Design cosim_mmio_arbiter, sky130hd; sources not shown.
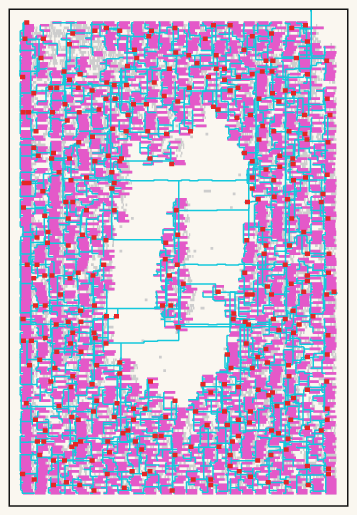
(images/clock_map.png)
Scale: 1 px per um.
[cyan] clock wires | length: 24.5 mm
[magenta] flip-flops | count: 2354
[red] cells driving clock nets | count: 342
routed clock nets	343
flops lie	widely spread
Max Clock Skew: 0.0992 ns
clock latency on the worst-skew pair: 1.06 ns
Clk. pwr: 0.00341 W
Clock Power Share: 0.246

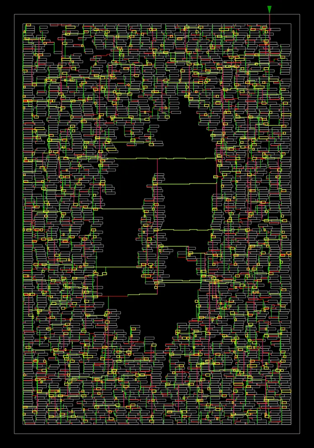
(images/final_clocks.png)
seq_cells: 2354
CTS Sinks: 2354

==> results.sh <==
# source this file to load flow results
export IMPL_ys_seq_frac=0.780
export IMPL_comb_share=0.180
export IMPL_tightest_slew_ns=1.42
export IMPL_logic_gates=3852
export IMPL_nNetsFinal=7480
export IMPL_die_w_um=337
export IMPL_period_needed_ns=9.08
export IMPL_crit_path_end_kind="output pin"
export IMPL_common_cells="2320 x edfxtp_1, 1391 x nor2_1, 836 x nand2_1"
export IMPL_grt_antenna_before_repair=31
export IMPL_io_buffers=0
export IMPL_power_w=0.0139
export IMPL_cts_tree="done"
export IMPL_combPwrFrac=0.304
export IMPL_syn_inst=6685
export IMPL_nNonClkInverters=49
export IMPL_sh_seq_area=0.717
export IMPL_clkbuf_count=433
export IMPL_avgSynthCellArea_um2=13.5
export IMPL_outcome="complete, no violations"
export IMPL_rows=174
export IMPL_grt_pass1_wl_um=347000
export IMPL_fin_area_mm2=0.0984
export IMPL_top_power_group="registers"
export IMPL_cts_hold_buf=0
export IMPL_cpMostUsedCell="buf_4"
export IMPL_maxCapViolCount=0
export IMPL_synth_distinct_cells=29
export IMPL_start_kind="flip-flop"
export IMPL_drt_pass1_iter_count=5
No activity file was given, so power comes from the tool's default toggle rates.
